$ cat config.mk
export PLATFORM = sky130hd
export DESIGN_NAME = uart_prog_loader
export DESIGN_NICKNAME = d
export VERILOG_FILES = /design/src/rtl/uart_loader_pkg.sv /design/src/rtl/uart_rx_core.sv /design/src/rtl/uart_prog_loader.sv
export SDC_FILE = /design/constraint.sdc
export NUM_CORES = 1
export LEC_CHECK = 0
export CAP_MARGIN = 20
export CORE_AREA = 2 2 159 145
export DETAILED_ROUTE_END_ITERATION = 16
export DIE_AREA = 0 0 161 147
export PLACE_DENSITY = 0.53
export REMOVE_ABC_BUFFERS = 1
export SYNTH_ARGS = -nofsm -noshare
export SYNTH_HDL_FRONTEND = slang
export SYNTH_SLANG_ARGS = --single-unit
$ cat constraint.sdc
create_clock -name clock -period 3.7 [get_ports clock]
set_input_delay 0.37 -clock clock [delete_from_list [all_inputs] [get_ports clock]]
set_output_delay 0.37 -clock clock [all_outputs]
set_load 0.01 [all_outputs]
$ cat src/rtl/uart_loader_pkg.sv
// Shared types and constants for the UART program loader.
package uart_loader_pkg;

  typedef enum logic [2:0] {
    StIdle,
    StStart,
    StData,
    StStop,
    StRecover
  } rx_state_e;

  localparam logic [31:0] SENTINEL_DEFAULT = 32'h0000_0FFF;
  localparam logic [15:0] MIN_CPB          = 16'd4;

  // Bit periods shorter than MIN_CPB leave no room for a mid-bit sample.
  function automatic logic [15:0] clamp_cpb(input logic [15:0] cpb);
    return (cpb < MIN_CPB) ? MIN_CPB : cpb;
  endfunction

endpackage

$ cat src/rtl/uart_rx_core.sv
// 8N1 UART receiver: rx synchronizer, bit-timing FSM, byte/frame-error pulses.
module uart_rx_core
  import uart_loader_pkg::*;
(
  input  logic        i_clk,
  input  logic        i_rst_n,
  input  logic        i_rx,
  input  logic [15:0] i_cpb,
  input  logic        i_enable,
  output logic        o_start,
  output logic        o_byte_valid,
  output logic [7:0]  o_byte,
  output logic        o_frame_err
);

  rx_state_e   r_state, w_state_d;
  logic        r_sync1, r_sync2, r_rx_prev;
  logic [15:0] r_cpb, w_cpb_d;
  logic [15:0] r_cnt, w_cnt_d;
  logic [2:0]  r_bit, w_bit_d;
  logic [7:0]  r_shift, w_shift_d;
  logic        r_valid, w_valid_d;
  logic        r_ferr, w_ferr_d;
  logic        r_start, w_start_d;
  logic        w_rx, w_fall;

  assign w_rx   = r_sync2;
  assign w_fall = r_rx_prev & ~r_sync2;

  // Synchronizer and edge-detect history; idle line level is 1.
  always_ff @(posedge i_clk or negedge i_rst_n) begin
    if (!i_rst_n) begin
      r_sync1   <= 1'b1;
      r_sync2   <= 1'b1;
      r_rx_prev <= 1'b1;
    end else begin
      r_sync1   <= i_rx;
      r_sync2   <= r_sync1;
      r_rx_prev <= r_sync2;
    end
  end

  // State and datapath registers.
  always_ff @(posedge i_clk or negedge i_rst_n) begin
    if (!i_rst_n) begin
      r_state <= StIdle;
      r_cpb   <= 16'd0;
      r_cnt   <= 16'd0;
      r_bit   <= 3'd0;
      r_shift <= 8'd0;
      r_valid <= 1'b0;
      r_ferr  <= 1'b0;
      r_start <= 1'b0;
    end else begin
      r_state <= w_state_d;
      r_cpb   <= w_cpb_d;
      r_cnt   <= w_cnt_d;
      r_bit   <= w_bit_d;
      r_shift <= w_shift_d;
      r_valid <= w_valid_d;
      r_ferr  <= w_ferr_d;
      r_start <= w_start_d;
    end
  end

  // Next-state logic: mid-bit sampling, CPB/2 into the start bit then every CPB.
  always_comb begin
    w_state_d = r_state;
    w_cpb_d   = r_cpb;
    w_cnt_d   = r_cnt;
    w_bit_d   = r_bit;
    w_shift_d = r_shift;
    w_valid_d = 1'b0;
    w_ferr_d  = 1'b0;
    w_start_d = 1'b0;
    case (r_state)
      StIdle: begin
        if (i_enable && w_fall) begin
          w_state_d = StStart;
          w_cpb_d   = clamp_cpb(i_cpb);
          w_cnt_d   = 16'd0;
          w_start_d = 1'b1;
        end
      end
      StStart: begin
        if (r_cnt == (r_cpb >> 1) - 16'd1) begin
          w_cnt_d   = 16'd0;
          w_bit_d   = 3'd0;
          w_state_d = w_rx ? StIdle : StData;
        end else begin
          w_cnt_d = r_cnt + 16'd1;
        end
      end
      StData: begin
        if (r_cnt == r_cpb - 16'd1) begin
          w_cnt_d   = 16'd0;
          w_shift_d = {w_rx, r_shift[7:1]};
          if (r_bit == 3'd7) w_state_d = StStop;
          else               w_bit_d   = r_bit + 3'd1;
        end else begin
          w_cnt_d = r_cnt + 16'd1;
        end
      end
      StStop: begin
        if (r_cnt == r_cpb - 16'd1) begin
          w_cnt_d = 16'd0;
          if (w_rx) begin
            w_valid_d = 1'b1;
            w_state_d = StIdle;
          end else begin
            w_ferr_d  = 1'b1;
            w_state_d = StRecover;
          end
        end else begin
          w_cnt_d = r_cnt + 16'd1;
        end
      end
      StRecover: begin
        if (w_rx) w_state_d = StIdle;
      end
      default: w_state_d = StIdle;
    endcase
  end

  assign o_start      = r_start;
  assign o_byte_valid = r_valid;
  assign o_byte       = r_shift;
  assign o_frame_err  = r_ferr;

endmodule

$ cat src/rtl/uart_prog_loader.sv
// Loads a program over UART: bytes -> little-endian words -> sequential memory writes.
module uart_prog_loader
  import uart_loader_pkg::*;
#(
  parameter int unsigned ADDR_W   = 13,
  parameter logic [31:0] SENTINEL = SENTINEL_DEFAULT
) (
  input  logic              clock,
  input  logic              reset_n,
  input  logic              io_rx_i,
  input  logic [15:0]       io_CLK_PER_BIT,
  output logic              io_mem_we_o,
  output logic [ADDR_W-1:0] io_mem_addr_o,
  output logic [31:0]       io_mem_wdata_o,
  output logic              io_busy_o,
  output logic              io_done_o,
  output logic              io_frame_err_o
);

  localparam logic [ADDR_W-1:0] ADDR_ONE = 1;

  logic              w_start, w_byte_valid, w_frame_err;
  logic [7:0]        w_byte;
  logic [31:0]       w_word;
  logic [31:0]       r_word;
  logic [1:0]        r_byte_cnt;
  logic [ADDR_W-1:0] r_addr, r_mem_addr;
  logic [31:0]       r_wdata;
  logic              r_we, r_busy, r_done, r_ferr;

  uart_rx_core u_rx_core (
    .i_clk        (clock),
    .i_rst_n      (reset_n),
    .i_rx         (io_rx_i),
    .i_cpb        (io_CLK_PER_BIT),
    .i_enable     (~r_done),
    .o_start      (w_start),
    .o_byte_valid (w_byte_valid),
    .o_byte       (w_byte),
    .o_frame_err  (w_frame_err)
  );

  // Merge the incoming byte into its little-endian lane.
  always_comb begin
    w_word = r_word;
    case (r_byte_cnt)
      2'd0: w_word[7:0]   = w_byte;
      2'd1: w_word[15:8]  = w_byte;
      2'd2: w_word[23:16] = w_byte;
      2'd3: w_word[31:24] = w_byte;
      default: w_word = r_word;
    endcase
  end

  // Word assembly, write strobe, addressing and sticky status flags.
  always_ff @(posedge clock or negedge reset_n) begin
    if (!reset_n) begin
      r_word     <= 32'd0;
      r_byte_cnt <= 2'd0;
      r_addr     <= '0;
      r_mem_addr <= '0;
      r_wdata    <= 32'd0;
      r_we       <= 1'b0;
      r_busy     <= 1'b0;
      r_done     <= 1'b0;
      r_ferr     <= 1'b0;
    end else begin
      r_we <= 1'b0;
      if (w_frame_err) r_ferr <= 1'b1;
      if (w_start)     r_busy <= 1'b1;
      if (w_byte_valid && !r_done) begin
        r_word     <= w_word;
        r_byte_cnt <= r_byte_cnt + 2'd1;
        if (r_byte_cnt == 2'd3) begin
          if (w_word == SENTINEL) begin
            r_done <= 1'b1;
            r_busy <= 1'b0;
          end else begin
            r_we       <= 1'b1;
            r_wdata    <= w_word;
            r_mem_addr <= r_addr;
            r_addr     <= r_addr + ADDR_ONE;
          end
        end
      end
    end
  end

  assign io_mem_we_o    = r_we;
  assign io_mem_addr_o  = r_mem_addr;
  assign io_mem_wdata_o = r_wdata;
  assign io_busy_o      = r_busy;
  assign io_done_o      = r_done;
  assign io_frame_err_o = r_ferr;

endmodule

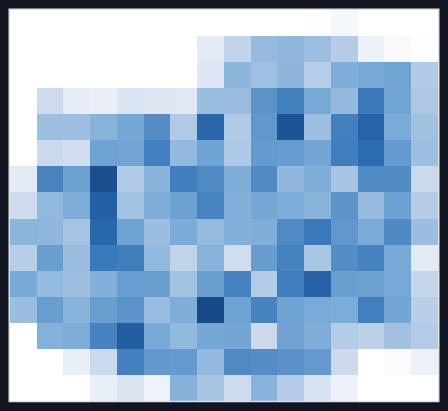
Run 1: cell density map
16 x 15 tiles, from white (low) to dark blue (high), 0 to 100% covered.
nearly empty tiles	18%
emptiest ninth of the die	north-west
tiles over 75% full	4.2%
mean over tiles	37%
FP Core Util: 34.4%
CORE AREA: 22100 sq um

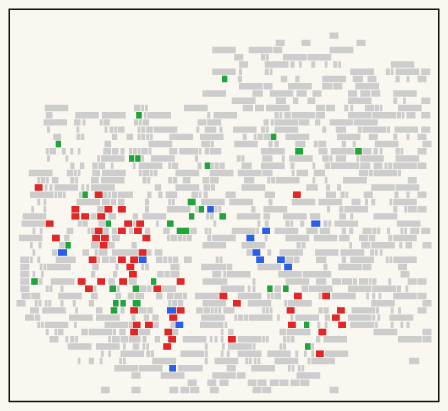
Run 1: selected gate families
colour	family	cells
red	xor and xnor cells	53
green	and/or cells	30
blue	non-inverting ao/oa cells	13
Comb area share: 39.4%
non-filler cells, final: 1168
Top cell excl fill/tap: nand2_1

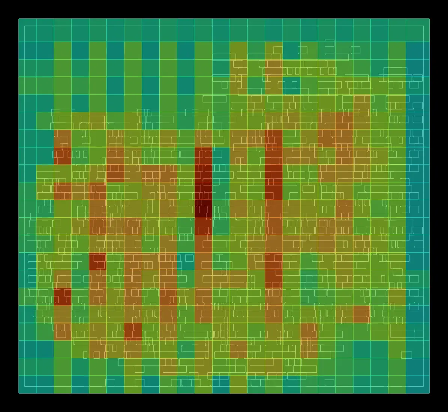
Run 1: routing congestion map
routed len/inst: 15.1 microns
GRT Overall Usage: 15.3%
gr busiest metal: met2
met3 usage: 3.59%

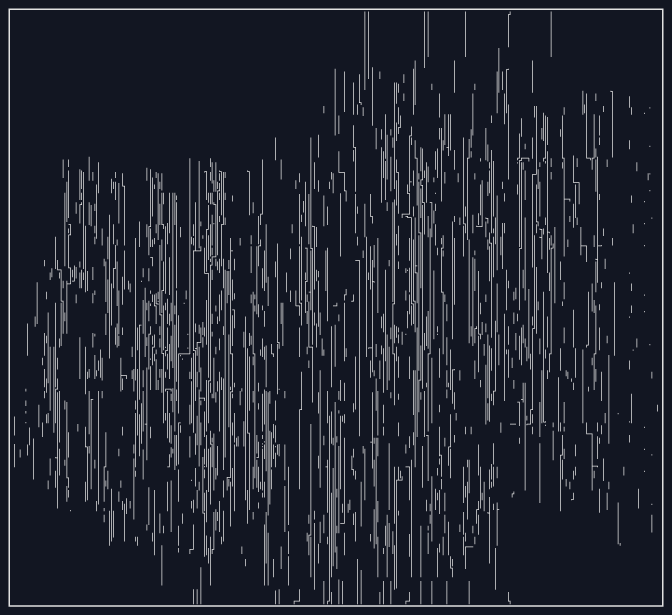
Run 1: signal wires on met2
wire length on this layer	8310 microns
main direction	vertical

==> flow_summary.json, run 1 <==
{
  "outcome": "complete, but fails checks",
  "failed_checks": "hold timing",
  "cp-startpoint": "u_rx_core.r_cpb[1]$_DFFE_PN0P_",
  "tightest_slew_ps": 768,
  "die_y_microns": 147,
  "dp.cells": 1137,
  "yosysWarnings": 0,
  "drive_gt1_share_pct": 11.5,
  "yosysUniqueCellTypes": 67,
  "rsz0062_at_grt": "no",
  "crit_cells": 9,
  "grt-ovfl-total": 0,
  "viasPerCell": 4.93,
  "setup_viol": 0,
  "whs_ps": -26.5,
  "wl_microns": 17600,
  "critPathBufInv": 1,
  "clkTransAtPathRegs_ps": 70,
  "cp_slowest_cell": "or4b_4",
  "ys_sh_adder_pct": 1.64,
  "cts_tree": "built",
  "placed_area_sq_um": 8580,
  "top_cells_by_count": "nand2_1, dfrtp_1, o21ai_0, clkbuf_1, xnor2_1",
  "grt_first_pass_wirelength_microns": 29100,
  "worst_path_dominant_cell_family": "simple AND/OR/NAND/NOR gates",
  "ys_sh_mux_pct": 7.58,
  "ctsResizeCount": 0,
  "drcViolationCount": 0,
  "ys.flop_type": "dfrtp_1",
  "via_count": 5762,
  "max-cap-violations": 0,
  "endpoint": "u_rx_core.o_byte[7]$_DFFE_PN0P_",
  "slew_headroom_pct": 48.8,
  "finalMaxSlewViolations": 0,
  "r2r_setup_slack_ps": 240,
  "ys_cells": 810,
  "hold_viol": 6,
  "critPathMaxStageDelay_ps": 600,
  "cts_max_path_buffers": 2,
  "synthArstFlopShare_pct": 100,
  "crit_chain": "inv_1, ha_1, nor4b_2, a21oi_1, a311oi_1, nand4_1, or4b_4, nor2_2, mux2_2",
  "post_cts_buffers": 0,
  "path_class": "reg2reg",
  "synthCells": 810,
  "ir_drop_v": 0.000300,
  "endpoint_kind": "flop",
  "htree_levels": 4,
  "netlist_top_cells_area": "dfrtp_1, nand2_1, xnor2_1",
  "antenna_found_initial": 0,
  "stdcell_area_sq_um": 9180
}
[run 1: power by group]
group | leakage, nW | internal [mW] | switching (mW) | total, mW
logic | 1.67 | 0.540 | 0.566 | 1.11
clock network | 0.274 | 1.00 | 0.716 | 1.72
registers | 2.00 | 1.77 | 0.303 | 2.07
total | 3.94 | 3.31 | 1.58 | 4.89
[run 1: layer usage]
layer	global-route usage [%]	part of all wire, %	routed length (microns)
met1	21.1	49	8590
met2	24.5	47	8310
met3	3.59	3.2	558
met4	3.53	0.73	129
met5	0	0	0
[run 1: layout make-up]
cell class	instances	area (sq um)	share of cell area, %
clock buffers	18	429	4.67
flip-flops and latches	148	3710	40.4
multi-input cells	585	3620	39.4
inverters	17	63.8	0.695
clock inverters	13	149	1.62
repair buffers	90	845	9.20
well taps	297	372	4.05
Run 1, routed metal, one colour a layer:
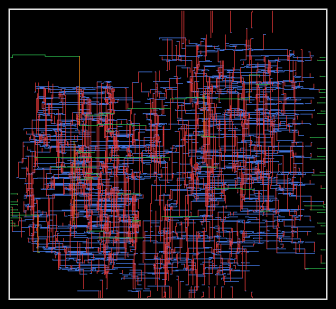

## Run 2: what changed since run 1
--- a/config.mk
+++ b/config.mk
@@ -11,6 +11,7 @@
 export DIE_AREA = 0 0 161 147
 export PLACE_DENSITY = 0.53
 export REMOVE_ABC_BUFFERS = 1
+export SETUP_SLACK_MARGIN = 0.5
 export SYNTH_ARGS = -nofsm -noshare
 export SYNTH_HDL_FRONTEND = slang
 export SYNTH_SLANG_ARGS = --single-unit
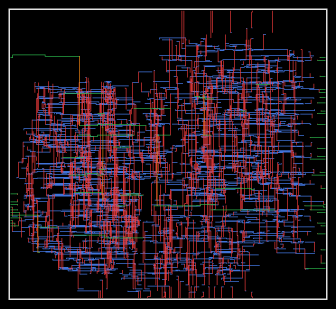
Run 2: routed metal, one colour a layer
colour	layer	wire length
red	metal 2	8400 microns
orange	metal 4	148 microns
blue	metal 1	8630 microns
green	metal 3	542 microns
GRT Overall Usage: 15.3%
DR vias: 5778

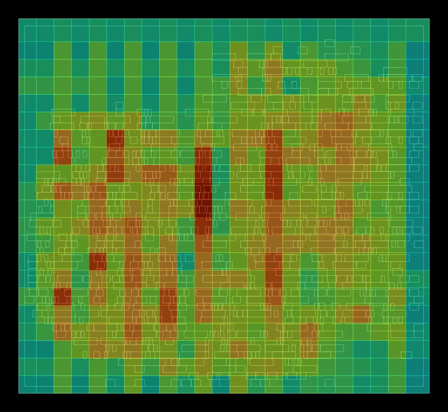
Run 2: routing congestion map
routed len/inst: 15.0 microns
final core occ: 42.3%
met1 Use GR: 21.2%
met2 Usage GRT: 24.6%

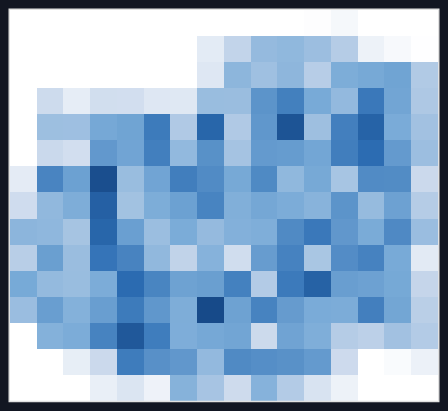
Run 2: cell density map
16 x 15 tiles, from white (low) to dark blue (high), 0 to 100% covered.
fullest tile	90%
tiles over 75% full	4.6%
nearly empty tiles	18%

==> flow_summary.json, run 2 <==
{
  "netlist_top_cells_area": "dfrtp_1, nand2_1, xnor2_1",
  "met2RoutedLength_microns": 8400,
  "wl_microns": 17700,
  "powerClk_mw": 1.72,
  "cts_max_path_buffers": 2,
  "internal_power_mw": 3.37,
  "grt_first_pass_wirelength_microns": 29200,
  "ir_drop_v": 0.000321,
  "failed_checks": "hold timing",
  "stdcell_area_sq_um": 9370,
  "ctsResizeCount": 14,
  "p_sw_mw": 1.66,
  "hold_viol": 13,
  "maxPowerGroup": "registers",
  "max-cap-violations": 0,
  "use_met3_pct": 3.59,
  "endpoint_kind": "flop",
  "drive_gt1_share_pct": 14.6,
  "top_cells_by_count": "nand2_1, dfrtp_1, o21ai_0, clkbuf_1, xnor2_1",
  "met1_length_microns": 8630,
  "rsz0062_at_grt": "yes",
  "combPwrFrac_pct": 24.4,
  "synthCells": 810,
  "placed_area_sq_um": 8580,
  "worst_path_dominant_cell_family": "AND-OR/OR-AND gates",
  "grt_busiest_layer": "met2",
  "whs_ps": -62.4,
  "tightest_slew_ps": 804,
  "ys.flop_type": "dfrtp_1",
  "p_seq_share_pct": 41.4,
  "slew_headroom_pct": 46.4,
  "powerSeq_mw": 2.09,
  "path_class": "reg2reg",
  "met3_length_microns": 542,
  "viasPerCell": 4.90,
  "clkPwrFrac_pct": 34.1,
  "synthArstFlopShare_pct": 100,
  "initCoreUtil_pct": 34.4,
  "yosysUniqueCellTypes": 67,
  "outcome": "complete, but fails checks",
  "dp.cells": 1137,
  "crit_cells": 11,
  "powerComb_mw": 1.23,
  "mi_logic_area_sq_um": 3710
}
## run 2: cell counts after synthesis
No cell type changed its count.
## run 2: logic make-up (layout without fill, tap and decap cells)
kind of cell | Yosys count | after routing | share of synthesized area [%]
and+or+nand+nor | 342 | 342 | 21.4
AOI/OAI and AO/OA | 126 | 126 | 10.5
adders and majority gates | 10 | 10 | 1.64
xor gates and xnor gates | 53 | 53 | 6.10
DFF | 148 | 148 | 48.7
muxes | 54 | 54 | 7.58
buffers and inverters | 77 | 148 | 4.03
## run 2: cell type report
class / instances / area share, %
clock buffers: 18 / 4.58
clock inverters: 13 / 1.59
multi-input cells: 585 / 39.6
repair buffers: 100 / 9.90
flip-flops and latches: 148 / 39.6
inverters: 17 / 0.681
well taps: 297 / 3.97
Run 2, signal wires on met2:
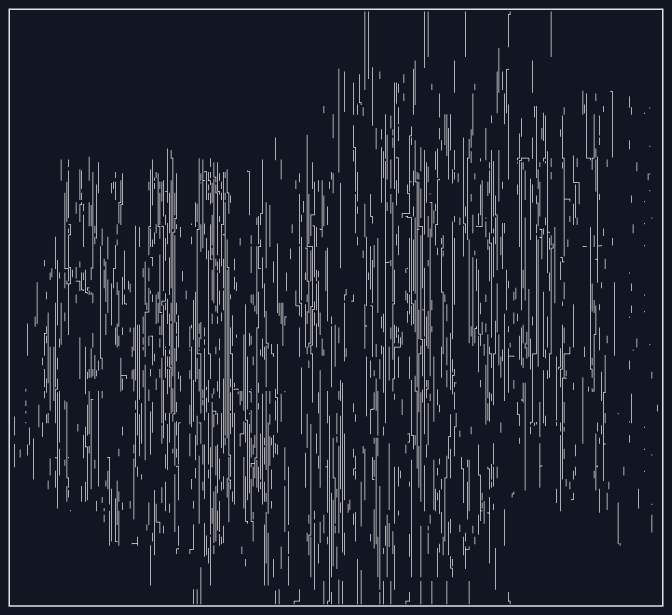

## Run 3: what changed since run 2
--- a/config.mk
+++ b/config.mk
@@ -9,7 +9,7 @@
 export CORE_AREA = 2 2 159 145
 export DETAILED_ROUTE_END_ITERATION = 16
 export DIE_AREA = 0 0 161 147
-export PLACE_DENSITY = 0.53
+export PLACE_DENSITY = 0.54
 export REMOVE_ABC_BUFFERS = 1
 export SETUP_SLACK_MARGIN = 0.5
 export SYNTH_ARGS = -nofsm -noshare
==> constraint.sdc (replaced) <==
create_clock -name clock -period 2.75 [get_ports clock]
set_input_delay 0.275 -clock clock [delete_from_list [all_inputs] [get_ports clock]]
set_output_delay 0.275 -clock clock [all_outputs]
set_load 0.01 [all_outputs]
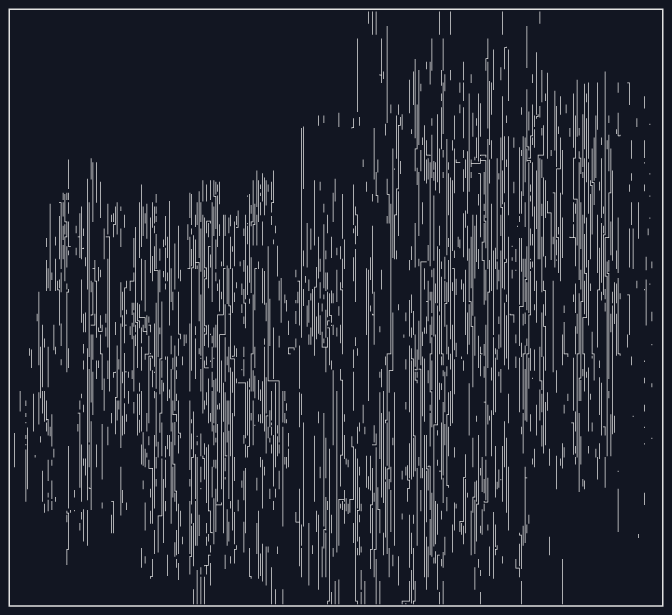
Run 3: signal wires on met2
nets with wire on the layer	842
main direction	vertical
share of all routed wire	50%

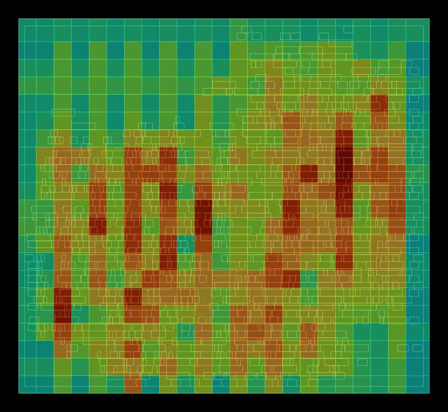
Run 3: routing congestion map
routed len/inst: 16.5 microns
met3 usage: 3.16%

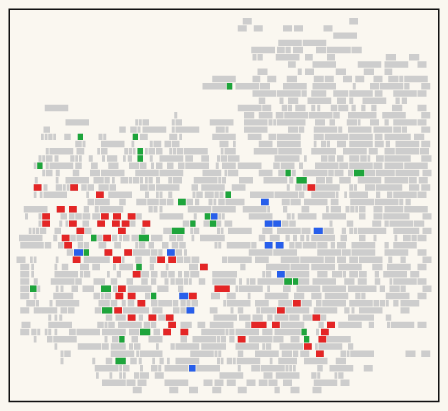
Run 3: selected gate families
colour	family	cells
blue	non-inverting ao/oa cells	13
green	and/or cells	30
red	xor and xnor cells	53

==> flow_summary.json, run 3 <==
{
  "outcome": "complete, but fails checks",
  "failed_checks": "setup timing",
  "synthArstFlopShare_pct": 100,
  "use_met2_pct": 30.9,
  "top_cells_by_count": "nand2_1, dfrtp_1, o21ai_0, clkbuf_1, xnor2_1",
  "highest_layer": "met4",
  "yosysUniqueCellTypes": 67,
  "netlist_top_cells_area": "dfrtp_1, nand2_1, xnor2_1",
  "worst_slack_ps": -349,
  "slew_headroom_pct": 52.9,
  "powerSeq_mw": 2.64,
  "ff_count": 148,
  "post_cts_buffers": 27,
  "powerComb_mw": 2.26,
  "combPwrFrac_pct": 30.0,
  "seqCellArea_sq_um": 3710,
  "die_y_microns": 147,
  "drcViolationCount": 0,
  "r2r_setup_slack_ps": -350,
  "maxPowerGroup": "the clock network",
  "taps": 297,
  "endpoint": "u_rx_core.r_bit[0]$_DFFE_PN0P_",
  "met3_length_microns": 632,
  "stdcell_area_sq_um": 11200,
  "comb_cells": 585,
  "sh_seq_area_pct": 33.1,
  "p_sw_mw": 2.46,
  "met1_length_microns": 9300,
  "clock_area_share_pct": 5.89,
  "dp.cells": 1197,
  "p_seq_share_pct": 35.0,
  "switching_share_pct": 32.6,
  "ir_drop_v": 0.000402,
  "whs_ps": 270,
  "ctsResizeCount": 201,
  "synthCells": 810,
  "setup_viol": 29,
  "viasPerCell": 4.99,
  "buf_share_pct": 18.9,
  "rsz0062_at_grt": "yes"
}
run 3: cell types whose count changed in the layout (fill, tap and decap cells not counted), sizes merged:
cell and change:
buf +96, bufinv +2, clkbuf +2, clkinv -1
clkinvlp -3, dlygate4sd3 +1, inv +4
run 3: logic make-up after synthesis:
| family | share of synthesized area [%] |
|---|---|
| xor gates and xnor gates | 6.10 |
| DFF | 48.7 |
| adders and majority gates | 1.64 |
| and+or+nand+nor | 21.4 |
| AOI/OAI and AO/OA | 10.5 |
| buffers and inverters | 4.03 |
| muxes | 7.58 |
run 3: critical path: stages, from the launching register on:
cell and delay, ps:
dfrtp_1 390, buf_4 170, or4_4 540, or4_4 450, nor3b_1 170, o31ai_2 300
a2111oi_4 140, a21oi_4 330, nand3b_4 210, mux2_4 290
Power is estimated from default activity; no workload was simulated.
